### config.mk
export PLATFORM = sky130hd
export DESIGN_NAME = frame_config_sequencer
export DESIGN_NICKNAME = d
export VERILOG_FILES = /design/src/rtl/frame_cfg_pkg.sv /design/src/rtl/frame_strobe_decoder.sv /design/src/rtl/frame_config_sequencer.sv
export SDC_FILE = /design/constraint.sdc
export NUM_CORES = 1
export LEC_CHECK = 0
export CORE_MARGIN = 2
export CORE_UTILIZATION = 54
export DETAILED_ROUTE_END_ITERATION = 12
export PLACE_DENSITY = 0.82
export SLEW_MARGIN = 20
export SYNTH_ARGS = -nofsm -noshare
export SYNTH_HDL_FRONTEND = slang
export SYNTH_SLANG_ARGS = --single-unit
export TNS_END_PERCENT = 20
### constraint.sdc
create_clock -name CLK -period 3.8 [get_ports CLK]
set_input_delay 0.76 -clock CLK [delete_from_list [all_inputs] [get_ports CLK]]
set_output_delay 0.76 -clock CLK [all_outputs]
set_load 0.05 [all_outputs]
### src/rtl/frame_cfg_pkg.sv
// Shared types, header field layout and header check for the frame configuration sequencer.
// Shared by frame_config_sequencer and frame_strobe_decoder.
package frame_cfg_pkg;

    typedef enum logic [2:0] {
        ST_IDLE   = 3'd0,
        ST_DATA   = 3'd1,
        ST_SETUP  = 3'd2,
        ST_STROBE = 3'd3,
        ST_GAP    = 3'd4
    } seq_state_e;

    localparam logic [7:0] SYNC_BYTE = 8'hA5;

    localparam int HDR_SYNC_MSB  = 31;
    localparam int HDR_SYNC_LSB  = 24;
    localparam int HDR_COL_MSB   = 15;
    localparam int HDR_COL_LSB   = 8;
    localparam int HDR_FRAME_MSB = 4;
    localparam int HDR_FRAME_LSB = 0;

    localparam int HDR_COL_W   = HDR_COL_MSB - HDR_COL_LSB + 1;
    localparam int HDR_FRAME_W = HDR_FRAME_MSB - HDR_FRAME_LSB + 1;

    typedef struct packed {
        logic                   valid;
        logic [HDR_COL_W-1:0]   col;
        logic [HDR_FRAME_W-1:0] frame;
    } hdr_t;

    function automatic hdr_t check_header(input logic [31:0] word,
                                          input int unsigned num_cols,
                                          input int unsigned max_frames);
        hdr_t h;
        h.col   = word[HDR_COL_MSB:HDR_COL_LSB];
        h.frame = word[HDR_FRAME_MSB:HDR_FRAME_LSB];
        h.valid = (word[HDR_SYNC_MSB:HDR_SYNC_LSB] == SYNC_BYTE)
               && ({24'd0, h.col} < num_cols)
               && ({27'd0, h.frame} < max_frames);
        return h;
    endfunction

endpackage

### src/rtl/frame_strobe_decoder.sv
// Registered one-hot decode of column/frame into the fabric FrameStrobe vector.
// Kept standalone so a readback controller can reuse it.
module frame_strobe_decoder
    import frame_cfg_pkg::*;
#(
    parameter int NumCols         = 4,
    parameter int MaxFramesPerCol = 20
) (
    input  logic                           clk_i,
    input  logic                           reset_i,
    input  logic [HDR_COL_W-1:0]           col_i,
    input  logic [HDR_FRAME_W-1:0]         frame_i,
    input  logic                           en_i,
    output logic [NumCols*MaxFramesPerCol-1:0] strobe_o
);

    logic [NumCols*MaxFramesPerCol-1:0] strobe_d;
    logic [NumCols*MaxFramesPerCol-1:0] strobe_q;

    always_comb begin
        strobe_d = '0;
        for (int c = 0; c < NumCols; c++) begin
            for (int f = 0; f < MaxFramesPerCol; f++) begin
                strobe_d[c*MaxFramesPerCol + f] = en_i
                    && (col_i == HDR_COL_W'(c))
                    && (frame_i == HDR_FRAME_W'(f));
            end
        end
    end

    always_ff @(posedge clk_i) begin
        if (reset_i) begin
            strobe_q <= '0;
        end else begin
            strobe_q <= strobe_d;
        end
    end

    assign strobe_o = strobe_q;

endmodule

### src/rtl/frame_config_sequencer.sv
// Stream-to-frame configuration sequencer: header, NumRows data words, then one column/frame strobe.
// Optional build macro FRAME_COUNT_EN adds the 16-bit committed-frame counter and its port.
module frame_config_sequencer
    import frame_cfg_pkg::*;
#(
    parameter int FrameBitsPerRow = 32,
    parameter int MaxFramesPerCol = 20,
    parameter int NumRows         = 4,
    parameter int NumCols         = 4,
    parameter int StrobeCycles    = 1
) (
    input  logic                                CLK,
    input  logic                                reset,
    input  logic                                s_valid,
    output logic                                s_ready,
    input  logic [FrameBitsPerRow-1:0]          s_data,
    output logic [NumRows*FrameBitsPerRow-1:0]  FrameData,
    output logic [NumCols*MaxFramesPerCol-1:0]  FrameStrobe,
`ifdef FRAME_COUNT_EN
    output logic [15:0]                         frame_count,
`endif
    output logic                                busy,
    output logic                                err
);

    localparam int RW  = (NumRows > 1) ? $clog2(NumRows) : 1;
    localparam int SCW = (StrobeCycles > 1) ? $clog2(StrobeCycles) : 1;
    localparam int DW  = NumRows * FrameBitsPerRow;

    seq_state_e             state_q, state_d;
    logic [RW-1:0]          row_q, row_d;
    logic [DW-1:0]          stage_q, stage_d;
    logic [DW-1:0]          frame_data_q, frame_data_d;
    logic [HDR_COL_W-1:0]   col_q, col_d;
    logic [HDR_FRAME_W-1:0] frame_q, frame_d;
    logic [SCW-1:0]         strb_cnt_q, strb_cnt_d;
    logic                   ready_q;
    logic                   busy_q;
    logic                   err_q, err_d;
    logic                   hs;
    hdr_t                   hdr;

    assign hs  = s_valid && ready_q;
    assign hdr = check_header(s_data, NumCols, MaxFramesPerCol);

    always_comb begin
        state_d      = state_q;
        row_d        = row_q;
        stage_d      = stage_q;
        frame_data_d = frame_data_q;
        col_d        = col_q;
        frame_d      = frame_q;
        strb_cnt_d   = strb_cnt_q;
        err_d        = 1'b0;

        case (state_q)
            ST_IDLE: begin
                if (hs) begin
                    if (hdr.valid) begin
                        col_d   = hdr.col;
                        frame_d = hdr.frame;
                        row_d   = '0;
                        state_d = ST_DATA;
                    end else begin
                        err_d = 1'b1;
                    end
                end
            end
            ST_DATA: begin
                if (hs) begin
                    for (int r = 0; r < NumRows; r++) begin
                        if (row_q == RW'(r)) begin
                            stage_d[r*FrameBitsPerRow +: FrameBitsPerRow] = s_data;
                        end
                    end
                    if (row_q == RW'(NumRows - 1)) begin
                        // Commit includes the word accepted this cycle.
                        frame_data_d = stage_d;
                        state_d      = ST_SETUP;
                    end else begin
                        row_d = row_q + 1'b1;
                    end
                end
            end
            ST_SETUP: begin
                strb_cnt_d = SCW'(StrobeCycles - 1);
                state_d    = ST_STROBE;
            end
            ST_STROBE: begin
                if (strb_cnt_q == '0) begin
                    state_d = ST_GAP;
                end else begin
                    strb_cnt_d = strb_cnt_q - 1'b1;
                end
            end
            ST_GAP: begin
                state_d = ST_IDLE;
            end
            default: begin
                state_d = ST_IDLE;
            end
        endcase
    end

    always_ff @(posedge CLK) begin
        if (reset) begin
            state_q      <= ST_IDLE;
            row_q        <= '0;
            stage_q      <= '0;
            frame_data_q <= '0;
            col_q        <= '0;
            frame_q      <= '0;
            strb_cnt_q   <= '0;
            ready_q      <= 1'b0;
            busy_q       <= 1'b0;
            err_q        <= 1'b0;
        end else begin
            state_q      <= state_d;
            row_q        <= row_d;
            stage_q      <= stage_d;
            frame_data_q <= frame_data_d;
            col_q        <= col_d;
            frame_q      <= frame_d;
            strb_cnt_q   <= strb_cnt_d;
            ready_q      <= (state_d == ST_IDLE) || (state_d == ST_DATA);
            busy_q       <= (state_d != ST_IDLE);
            err_q        <= err_d;
        end
    end

    // Decoder registers its output, so it is fed the next state to align with STROBE.
    frame_strobe_decoder #(
        .NumCols         (NumCols),
        .MaxFramesPerCol (MaxFramesPerCol)
    ) u_strobe_dec (
        .clk_i    (CLK),
        .reset_i  (reset),
        .col_i    (col_q),
        .frame_i  (frame_q),
        .en_i     (state_d == ST_STROBE),
        .strobe_o (FrameStrobe)
    );

`ifdef FRAME_COUNT_EN
    logic [15:0] frame_count_q;

    always_ff @(posedge CLK) begin
        if (reset) begin
            frame_count_q <= '0;
        end else if (state_q == ST_GAP) begin
            frame_count_q <= frame_count_q + 16'd1;
        end
    end

    assign frame_count = frame_count_q;
`endif

    assign s_ready   = ready_q;
    assign busy      = busy_q;
    assign err       = err_q;
    assign FrameData = frame_data_q;

endmodule
Run 1, zoomed window:
The bar under the picture is 5 um long. Region (103, 103) to (123, 123) um. Cells in grey, sequential cells in the stronger grey; small squares are vias.
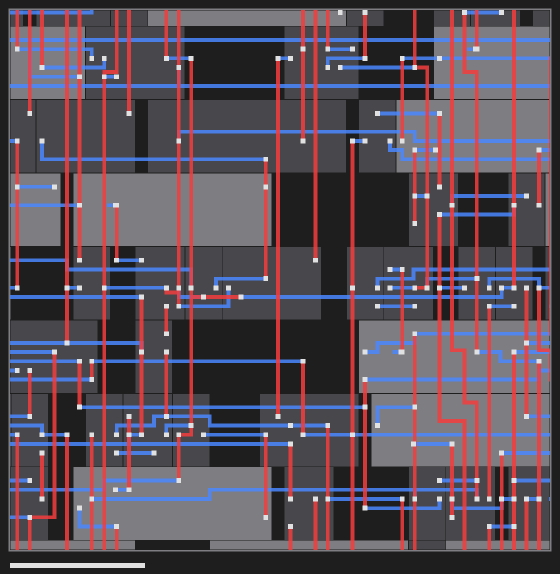
legend:
  metal 1:
    colour: blue
  metal 2:
    colour: red
cells with their middle in the window: 33
sequential cells in the window: 6
netlist names of flops here include: `stage_q` (5), `FrameData` (1)
most frequent: nand2_1 (11), a21oi_1 (8), dfxtp_1 (6)

Run 1, routed metal per tile:
30 x 30 tiles, from white (low) to dark blue (high), scaled to the fullest tile. Values are wire area over tile area, all layers added.
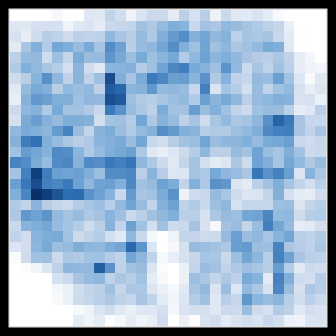
fullest tile: 0.65
densest ninth of the die: west
tiles over half the peak: 16%
mean over tiles: 0.22

Run 1, metal layers overlaid:
The bar under the picture is 50 um long. Two of the layers only.
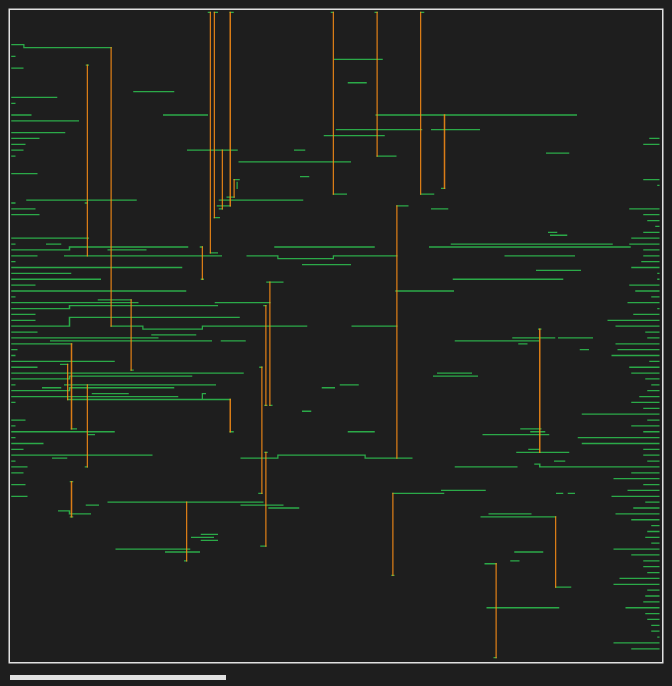
legend:
  metal 4:
    colour: orange
    wire_length: 756 um
  metal 3:
    colour: green
    wire_length: 2320 um

==> summary.rpt, run 1 <==
=== SYNTHESIS / PLACE & ROUTE SUMMARY ===
----------------------------------------------------
[Die]
  Number of standard-cell rows in the floorplan ........................ 53
  Core Region ........................ 21200 um^2
  Die extent in x ........................ 151 um
  Pre-Place Util ........................ 0.553
  Total die size ........................ 22900 um^2

[Power and ir drop]
  Part of the total power dissipated in sequential elements ........................ 0.500
  Clock network fraction of total power ........................ 0.477
  NetSw ........................ 0.00143 W
  Maximum VDD drop ........................ 0.000435 V
  Cell internal pwr ........................ 0.00538 W
  Sequential power ........................ 0.00341 W
  Dominant power group ........................ registers
  Clock Power ........................ 0.00325 W

[Drt]
  Vias after detailed routing ........................ 9790
  # DRC ........................ 0
  Number of DRC violations after detailed-routing iteration 0 ........................ 542
  Post-DR wirelength/cell ........................ 17.2 um
  Detailed-routing iteration count for the pre-antenna-repair pass ........................ 7
  Via-per-instance ratio ........................ 5.44

[Synthesis]
  Yosys cell count ........................ 1323
  Yosys warns ........................ 0
  Area of the mapped netlist ........................ 11700 um^2
  Sequential fraction of the synthesis area ........................ 0.556
  XOR-XNOR Cells, Area Fraction ........................ 0
  Total of flip-flops plus latches after synthesis ........................ 325
  Largest combinational cell category by area ........................ simple AND/OR/NAND/NOR gates
  Number of nets in the synthesized netlist ........................ 1362
  Post-synth EDFFs ........................ 0
  Yosys-reported design area after synthesis ........................ 11700 um^2
  Top post-synthesis cells by count ........................ 325 x sky130_fd_sc_hd__dfxtp_1, 269 x sky130_fd_sc_hd__nand2_1, 187 x sky130_fd_sc_hd__nor2_1
  Synth top area cells ........................ sky130_fd_sc_hd__dfxtp_1 56%, sky130_fd_sc_hd__nand2_1 8.6%, sky130_fd_sc_hd__mux2i_1 8.3%, sky130_fd_sc_hd__a211oi_1 6.2%, sky130_fd_sc_hd__nor2_1 6.0%
  Most used flip-flop cell ........................ sky130_fd_sc_hd__dfxtp_1

[Setup path]
  Worst setup path startpoint ........................ s_valid
  Reg-to-reg startpoint ........................ state_q[0]
  Top cell family by delay on the critical path ........................ simple AND/OR/NAND/NOR gates
  Critical register-to-register path endpoint ........................ FrameData[87]
  Category of the most critical setup path ........................ in2reg
  Critical Path Stages ........................ 6
  Setup slack of the worst register-to-register path ........................ 1410 ps

[STA]
  Max-slew violation count ........................ 0
  Worst hold slack ........................ 453 ps
  Final hold viol count ........................ 0
  Max transition margin ........................ 0.364
  Setup repair after global routing missed its margin ........................ false
  Clock period minus final worst setup slack ........................ 2660 ps

[Placed design]
  Pre-CTS worst setup slack ........................ 681 ps
  Number of buffers added on ports ........................ 245
  Placer congestion estimate ........................ 0.788

[Global route]
  Initial antenna violation count ........................ 0
  Congestion Overflow GR ........................ 0
  Via count of the first global-routing pass ........................ 9378
  Global router's overall resource usage ........................ 0.268

[CTS]
  CTS H-Tree Depth ........................ 2
  # clock sinks ........................ 325
  Buffers inserted during post-CTS setup optimization ........................ 0
  Clock root buffer ........................ sky130_fd_sc_hd__clkbuf_16
  Worst-path clk slew ........................ 60 ps
  Source-to-sink clock delay at the later pin of the worst-skew pair ........................ 500 ps

[Status]
  Outcome ........................ finished, final reports clean

[Layout]
  Fraction of area in clock buffers and inverters ........................ 0.0724
  Clock buffer cells ........................ 49
  Fraction of layout cells with a size suffix above 1 ........................ 0.0578
  Fraction of standard cell area that is sequential ........................ 0.424
  Top cell excl fill/tap ........................ sky130_fd_sc_hd__dfxtp_1
  Sequential cell area ........................ 6510 um^2
  Combinational Area ........................ 4670 um^2
  Combinational share of cell area ........................ 0.305
  Number of signal-net inverters in the final layout ........................ 3

[Min path]
  HP Start ........................ FrameData[115]
  Number of stages on the worst hold path ........................ 2

----------------------------------------------------
-- run 1: metal layers --
layer,track usage,wire length (um),vias to the layer above
met5,0,0,-
met4,0.0832,756,0
met3,0.0666,2320,60
met2,0.452,14900,351
met1,0.339,12900,4608
li1,-,-,4771
-- run 1: per-stage QoR --
stage,utilization,instance area (um^2),cells,power (W)
floorplan,-,11700,1323,0.00357
global placement,0.672,14200,1740,0.00364
detailed placement,0.672,14200,1740,0.00364
CTS,0.725,15300,1798,0.00685
global route,0.725,15300,1798,0.00700
finish,0.725,15300,1798,0.00681
-- run 1: sequential cells by signal (all words and copies together), names as in the netlist --
name,flops
busy,1
FrameData,128
frame_q,5
row_q,2
s_ready,1
col_q,8
err,1
state_q,3
u_strobe_dec.strobe_o,80
stage_q,96
## Run 2: what changed since run 1
--- a/config.mk
+++ b/config.mk
@@ -6,9 +6,9 @@
 export NUM_CORES = 1
 export LEC_CHECK = 0
 export CORE_MARGIN = 2
-export CORE_UTILIZATION = 54
+export CORE_UTILIZATION = 50
 export DETAILED_ROUTE_END_ITERATION = 12
-export PLACE_DENSITY = 0.82
+export PLACE_DENSITY = 0.77
 export SLEW_MARGIN = 20
 export SYNTH_ARGS = -nofsm -noshare
 export SYNTH_HDL_FRONTEND = slang
==> constraint.sdc (replaced) <==
create_clock -name CLK -period 2.7 [get_ports CLK]
set_input_delay 0.54 -clock CLK [delete_from_list [all_inputs] [get_ports CLK]]
set_output_delay 0.54 -clock CLK [all_outputs]
set_load 0.05 [all_outputs]
Run 2, signal wires on met1:
The bar under the picture is 50 um long.
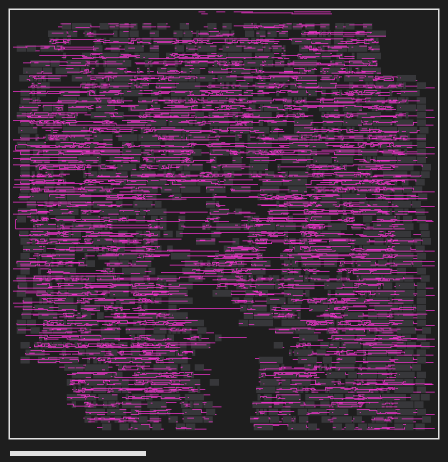
nets with wire on the layer: 1424
longest straight run: 38.2 um
vias after detailed routing: 9838
met1 demand-to-capacity share in global routing: 0.323

Run 2, congestion heat map:
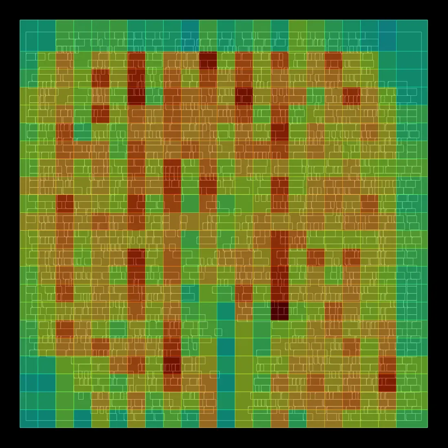
global routing met3 resource utilization: 0.0493
global router's overall resource usage: 0.251
most heavily used metal layer in global routing: met2
post-DR wirelength/cell: 16.9 um

==> summary.rpt, run 2 <==
=== SYNTHESIS / PLACE & ROUTE SUMMARY ===
----------------------------------------------------
[Synthesis]
  Post-Synth Simple-Gate Area ........................ 0.181
  Synth top area cells ........................ sky130_fd_sc_hd__dfxtp_1 56%, sky130_fd_sc_hd__nand2_1 8.6%, sky130_fd_sc_hd__mux2i_1 8.3%, sky130_fd_sc_hd__a211oi_1 6.2%, sky130_fd_sc_hd__nor2_1 6.0%
  Number of distinct library cell variants in the gate-level netlist after synthesis ........................ 31
  Adder-cell area share of the yosys netlist ........................ 0.00428
  Top post-synthesis cells by count ........................ 325 x sky130_fd_sc_hd__dfxtp_1, 269 x sky130_fd_sc_hd__nand2_1, 187 x sky130_fd_sc_hd__nor2_1
  Area of the mapped netlist ........................ 11700 um^2 (unchanged)
  Most used flip-flop cell ........................ sky130_fd_sc_hd__dfxtp_1
  Yosys-reported design area after synthesis ........................ 11700 um^2 (unchanged)
  Largest combinational cell category by area ........................ simple AND/OR/NAND/NOR gates
  Yosys warns ........................ 0 (unchanged)
  Post-synth EDFFs ........................ 0 (unchanged)
  Sequential fraction of the synthesis area ........................ 0.556 (unchanged)
  Total of flip-flops plus latches after synthesis ........................ 325 (unchanged)
  XOR-XNOR Cells, Area Fraction ........................ 0 (unchanged)
  Yosys cell count ........................ 1323 (unchanged)
  Number of nets in the synthesized netlist ........................ 1362 (unchanged)

[Setup path]
  Setup slack of the worst register-to-register path ........................ 610 ps (-800 ps)
  Critical register-to-register path endpoint ........................ u_strobe_dec.strobe_o[4]
  Critical Path Stages ........................ 1 (-5)
  Worst setup path startpoint ........................ FrameData[0]
  Worst EP required ........................ 2160 ps
  Top cell family by delay on the critical path ........................ buffers and inverters
  Reg-to-reg startpoint ........................ state_q[1]
  Category of the most critical setup path ........................ reg2out

[Layout]
  Most frequent cells in the layout ........................ 325 x sky130_fd_sc_hd__dfxtp_1, 269 x sky130_fd_sc_hd__nand2_1, 244 x sky130_fd_sc_hd__clkdlybuf4s50_1, 187 x sky130_fd_sc_hd__nor2_1, 138 x sky130_fd_sc_hd__a21oi_1
  Top cell excl fill/tap ........................ sky130_fd_sc_hd__dfxtp_1
  Fraction of layout cells with a size suffix above 1 ........................ 0.0706 (+0.0128)
  Total number of nets in the final design ........................ 1567
  Number of flip-flops in the largest register ........................ 128 (unchanged)
  Final design instance area without fill ........................ 15600 um^2 (+1.7%)
  Final design utilization ........................ 0.684 (-0.0405)
  Number of standard cells in the layout, taps in and fillers out ........................ 1858 (+3.3%)
  Fillers ........................ 1794

[Flow run]
  Count of maximum capacitance violations ........................ 0

[CTS]
  Clock root buffer ........................ sky130_fd_sc_hd__clkbuf_16
  # clock sinks ........................ 325 (unchanged)
  Worst-path clk slew ........................ 70 ps (about the same)
  Source-to-sink clock delay at the later pin of the worst-skew pair ........................ 500 ps (about the same)
  Buffers inserted during post-CTS setup optimization ........................ 0 (unchanged)
  CTS H-Tree Depth ........................ 2 (unchanged)

[Status]
  Outcome ........................ finished, final reports clean

[Die]
  Pre-Place Util ........................ 0.513 (-0.0394)
  Total die size ........................ 24600 um^2 (+7.8%)
  Number of standard-cell rows in the floorplan ........................ 55 (+3.8%)
  Core Region ........................ 22800 um^2 (+7.7%)
  Die extent in x ........................ 157 um (+3.8%)

[Global route]
  Congestion Overflow GR ........................ 0 (unchanged)
  First-pass GRT wire length ........................ 49.3 mm
  Via count of the first global-routing pass ........................ 9474 (+1.0%)
  Initial antenna violation count ........................ 0 (unchanged)

[STA]
  Max transition margin ........................ 0.418 (+0.0535)
  Setup repair after global routing missed its margin ........................ false
  Final hold viol count ........................ 0 (unchanged)
  Worst hold slack ........................ 269 ps (-184 ps)
  Clock period minus final worst setup slack ........................ 2260 ps
  Total negative setup slack ........................ 0 ps
  Max-slew violation count ........................ 0 (unchanged)

[Min path]
  HP Start ........................ reset
  Number of stages on the worst hold path ........................ 2 (unchanged)

[Placed design]
  Placer congestion estimate ........................ 0.797 (+1.1%)
  Pre-CTS worst setup slack ........................ 197 ps (-484 ps)
  Standard cell area after detailed placement ........................ 14600 um^2 (+2.4%)
  Number of buffers added on ports ........................ 245 (unchanged)
  Inst Count DP ........................ 1805 (+3.7%)

[Drt]
  Detailed-routing iteration count for the pre-antenna-repair pass ........................ 5 (-2)
  # DRC ........................ 0 (unchanged)
  Number of DRC violations after detailed-routing iteration 0 ........................ 564 (+4.1%)
  Via-per-instance ratio ........................ 5.29 (-2.8%)

[Power and ir drop]
  Post-layout power ........................ 0.00937 W (+37%)
  Maximum VDD drop ........................ 0.000416 V (-4.4%)

----------------------------------------------------
[run 2: layout make-up]
| class | instances | area (um^2) | area share |
|---|---|---|---|
| flip-flops and latches | 325 | 6510 | 0.417 |
| clock buffers | 48 | 985 | 0.0632 |
| multi-input cells | 868 | 4680 | 0.300 |
| repair buffers | 296 | 2980 | 0.191 |
| clock inverters | 5 | 36.3 | 0.00233 |
| well taps | 313 | 392 | 0.0251 |
| inverters | 3 | 11.3 | 0.000723 |
[run 2: power by group]
part / internal (W) / switching [W]
registers: 0.00480 / 0.000000911
clock network: 0.00253 / 0.00180
logic: 0.0000862 / 0.000155
total: 0.00741 / 0.00195
[run 2: metal layers]
metal,up-vias,global-route usage,routed length (um)
met1,4644,0.323,13600
met4,0,0.0769,653
li1,4840,-,-
met5,-,0,0
met2,317,0.426,15100
met3,37,0.0493,2140
## Run 3: what changed since run 2
--- a/config.mk
+++ b/config.mk
@@ -6,9 +6,9 @@
 export NUM_CORES = 1
 export LEC_CHECK = 0
 export CORE_MARGIN = 2
-export CORE_UTILIZATION = 50
+export CORE_UTILIZATION = 45
 export DETAILED_ROUTE_END_ITERATION = 12
-export PLACE_DENSITY = 0.77
+export PLACE_DENSITY = 0.73
 export SLEW_MARGIN = 20
 export SYNTH_ARGS = -nofsm -noshare
 export SYNTH_HDL_FRONTEND = slang
==> constraint.sdc (replaced) <==
create_clock -name CLK -period 1.9 [get_ports CLK]
set_input_delay 0.38 -clock CLK [delete_from_list [all_inputs] [get_ports CLK]]
set_output_delay 0.38 -clock CLK [all_outputs]
set_load 0.05 [all_outputs]
Run 3, metal layers overlaid:
The bar under the picture is 50 um long. Two of the layers only.
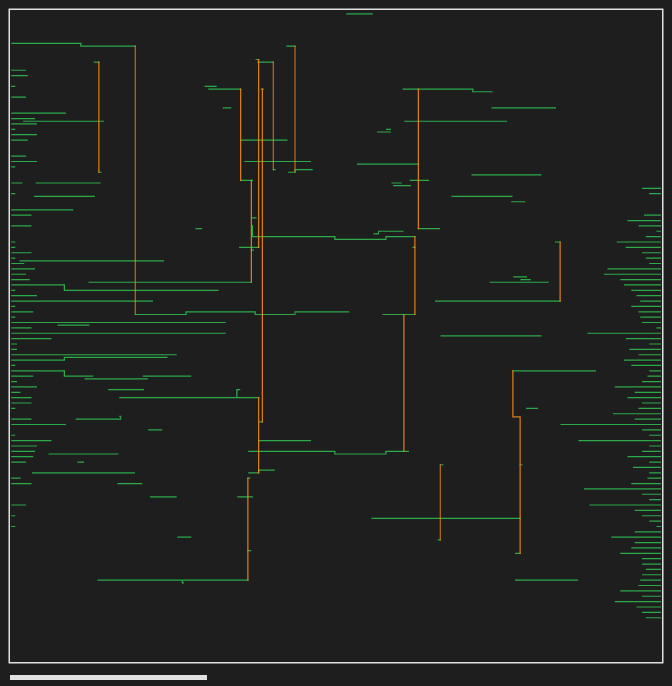
legend:
  metal 3:
    colour: green
    wire_length: 1970 um
  metal 4:
    colour: orange
    wire_length: 553 um
post-DR wirelength/cell: 16.3 um
post-detailed-routing wire length: 31.2 mm
global router's overall resource usage: 0.227
vias after detailed routing: 9893

Run 3, signal wires on met1:
The bar under the picture is 50 um long.
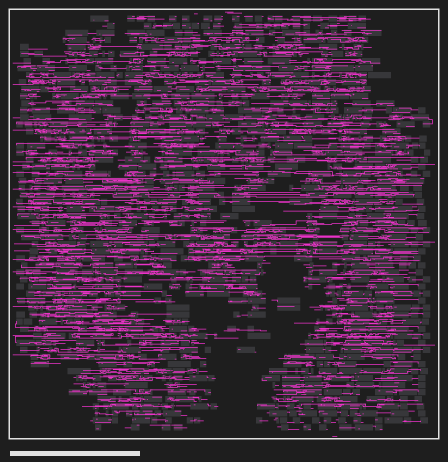
longest straight run: 45.5 um
share of all routed wire: 44%
wire length on this layer: 13800 um

==> summary.rpt, run 3 <==
=== SYNTHESIS / PLACE & ROUTE SUMMARY ===
----------------------------------------------------
[Flow run]
  Count of maximum capacitance violations ........................ 0 (unchanged)

[Synthesis]
  Number of distinct library cell variants in the gate-level netlist after synthesis ........................ 31 (unchanged)
  Total of flip-flops plus latches after synthesis ........................ 325 (unchanged)
  Yosys warns ........................ 0 (unchanged)
  Synth top area cells ........................ sky130_fd_sc_hd__dfxtp_1 56%, sky130_fd_sc_hd__nand2_1 8.6%, sky130_fd_sc_hd__mux2i_1 8.3%, sky130_fd_sc_hd__a211oi_1 6.2%, sky130_fd_sc_hd__nor2_1 6.0%
  Largest combinational cell category by area ........................ simple AND/OR/NAND/NOR gates
  Area of the mapped netlist ........................ 11700 um^2 (unchanged)
  Post-synth EDFFs ........................ 0 (unchanged)
  Yosys-reported design area after synthesis ........................ 11700 um^2 (unchanged)
  XOR-XNOR Cells, Area Fraction ........................ 0 (unchanged)
  Adder-cell area share of the yosys netlist ........................ 0.00428 (unchanged)
  Most used flip-flop cell ........................ sky130_fd_sc_hd__dfxtp_1
  Number of nets in the synthesized netlist ........................ 1362 (unchanged)
  Sequential fraction of the synthesis area ........................ 0.556 (unchanged)

[Global route]
  Via count of the first global-routing pass ........................ 9434 (-0.42%)
  Global routing met3 resource utilization ........................ 0.0472 (-0.00208)
  Congestion Overflow GR ........................ 0 (unchanged)
  Most heavily used metal layer in global routing ........................ met2

[Die]
  Number of standard-cell rows in the floorplan ........................ 59 (+7.3%)
  Total die size ........................ 27300 um^2 (+11%)
  Core Region ........................ 25800 um^2 (+13%)
  Die extent in x ........................ 165 um (+5.3%)

[STA]
  Total negative setup slack ........................ 0 ps (unchanged)
  Max-slew violation count ........................ 0 (unchanged)
  Clock period minus final worst setup slack ........................ 1810 ps
  Worst hold slack ........................ 312 ps (+42.3 ps)
  Max transition margin ........................ 0.618 (+0.200)
  Final hold viol count ........................ 0 (unchanged)

[Layout]
  Fraction of layout cells with a size suffix above 1 ........................ 0.128 (+0.0574)
  Fillers ........................ 2242 (+25%)
  Most frequent cells in the layout ........................ 324 x sky130_fd_sc_hd__dfxtp_1, 269 x sky130_fd_sc_hd__nand2_1, 187 x sky130_fd_sc_hd__nor2_1, 153 x sky130_fd_sc_hd__dlygate4sd2_1, 138 x sky130_fd_sc_hd__a21oi_1
  Number of flip-flops in the largest register ........................ 128 (unchanged)
  Total number of nets in the final design ........................ 1597 (+1.9%)
  Final design instance area without fill ........................ 15700 um^2 (+0.43%)
  Number of standard cells in the layout, taps in and fillers out ........................ 1914 (+3.0%)
  Final design utilization ........................ 0.607 (-0.0767)

[Power and ir drop]
  Logic power comb ........................ 0.000360 W (+49%)
  Clock Power ........................ 0.00643 W (+48%)
  Logic gate share of total power ........................ 0.026 (about the same)
  Dominant power group ........................ registers
  Maximum VDD drop ........................ 0.000652 V (+57%)
  Sequential power ........................ 0.00682 W (+42%)
  NetSw ........................ 0.00284 W (+46%)
  Part of the total power dissipated in sequential elements ........................ 0.501 (-0.011)

[Setup path]
  Top cell family by delay on the critical path ........................ buffers and inverters
  Worst EP required ........................ 1520 ps (-640 ps)
  Category of the most critical setup path ........................ reg2out

[Drt]
  Top layer reached by signal wires ........................ met4
  Number of DRC violations after detailed-routing iteration 0 ........................ 617 (+9.4%)
  Met3 routed WL ........................ 1.97 mm (-7.9%)
  Wl on met1 ........................ 13.8 mm (+1.6%)
  # DRC ........................ 0 (unchanged)
  Met2 wire length ........................ 14.9 mm (-1.3%)
  Detailed-routing iteration count for the pre-antenna-repair pass ........................ 5 (unchanged)
  Via-per-instance ratio ........................ 5.17 (-2.4%)

[Placed design]
  Placer congestion estimate ........................ 0.801 (+0.54%)
  Number of buffers added on ports ........................ 245 (unchanged)
  Pre-CTS worst setup slack ........................ -270 ps (-467 ps)
  Standard cell area after detailed placement ........................ 14800 um^2 (+1.3%)
  Inst Count DP ........................ 1857 (+2.9%)

[CTS]
  Worst-path clk slew ........................ 60 ps (about the same)
  Source-to-sink clock delay at the later pin of the worst-skew pair ........................ 510 ps (about the same)
  Clock root buffer ........................ sky130_fd_sc_hd__clkbuf_16
  # clock sinks ........................ 325 (unchanged)
  Buffers inserted during post-CTS setup optimization ........................ 0 (unchanged)

[Status]
  Outcome ........................ finished, final reports clean

----------------------------------------------------
[run 3: cell counts after synthesis]
Identical to the previous run, type by type.
[run 3: layout make-up]
cell class | count | area [um^2] | area share
Inverter | 3 | 11.3 | 0.000719
Timing Repair Buffer | 326 | 2950 | 0.189
Multi-Input combinational cell | 868 | 4670 | 0.299
Clock inverter | 7 | 45.0 | 0.00288
Clock buffer | 50 | 1040 | 0.0668
Tap cell | 335 | 419 | 0.0268
Sequential cell | 325 | 6510 | 0.416
[run 3: path summary, 6_finish.rpt]
kind,slack [ps],startpoint,depth (start not counted),end
min,310,reset,4,u_strobe_dec.strobe_o[65]
min reg2reg,450,stage_q[9],2,stage_q[9]
max,90,FrameData[76],1,FrameData[76]
max reg2reg,130,state_q[0],5,u_strobe_dec.strobe_o[12]
No activity file was given, so power comes from the tool's default toggle rates.
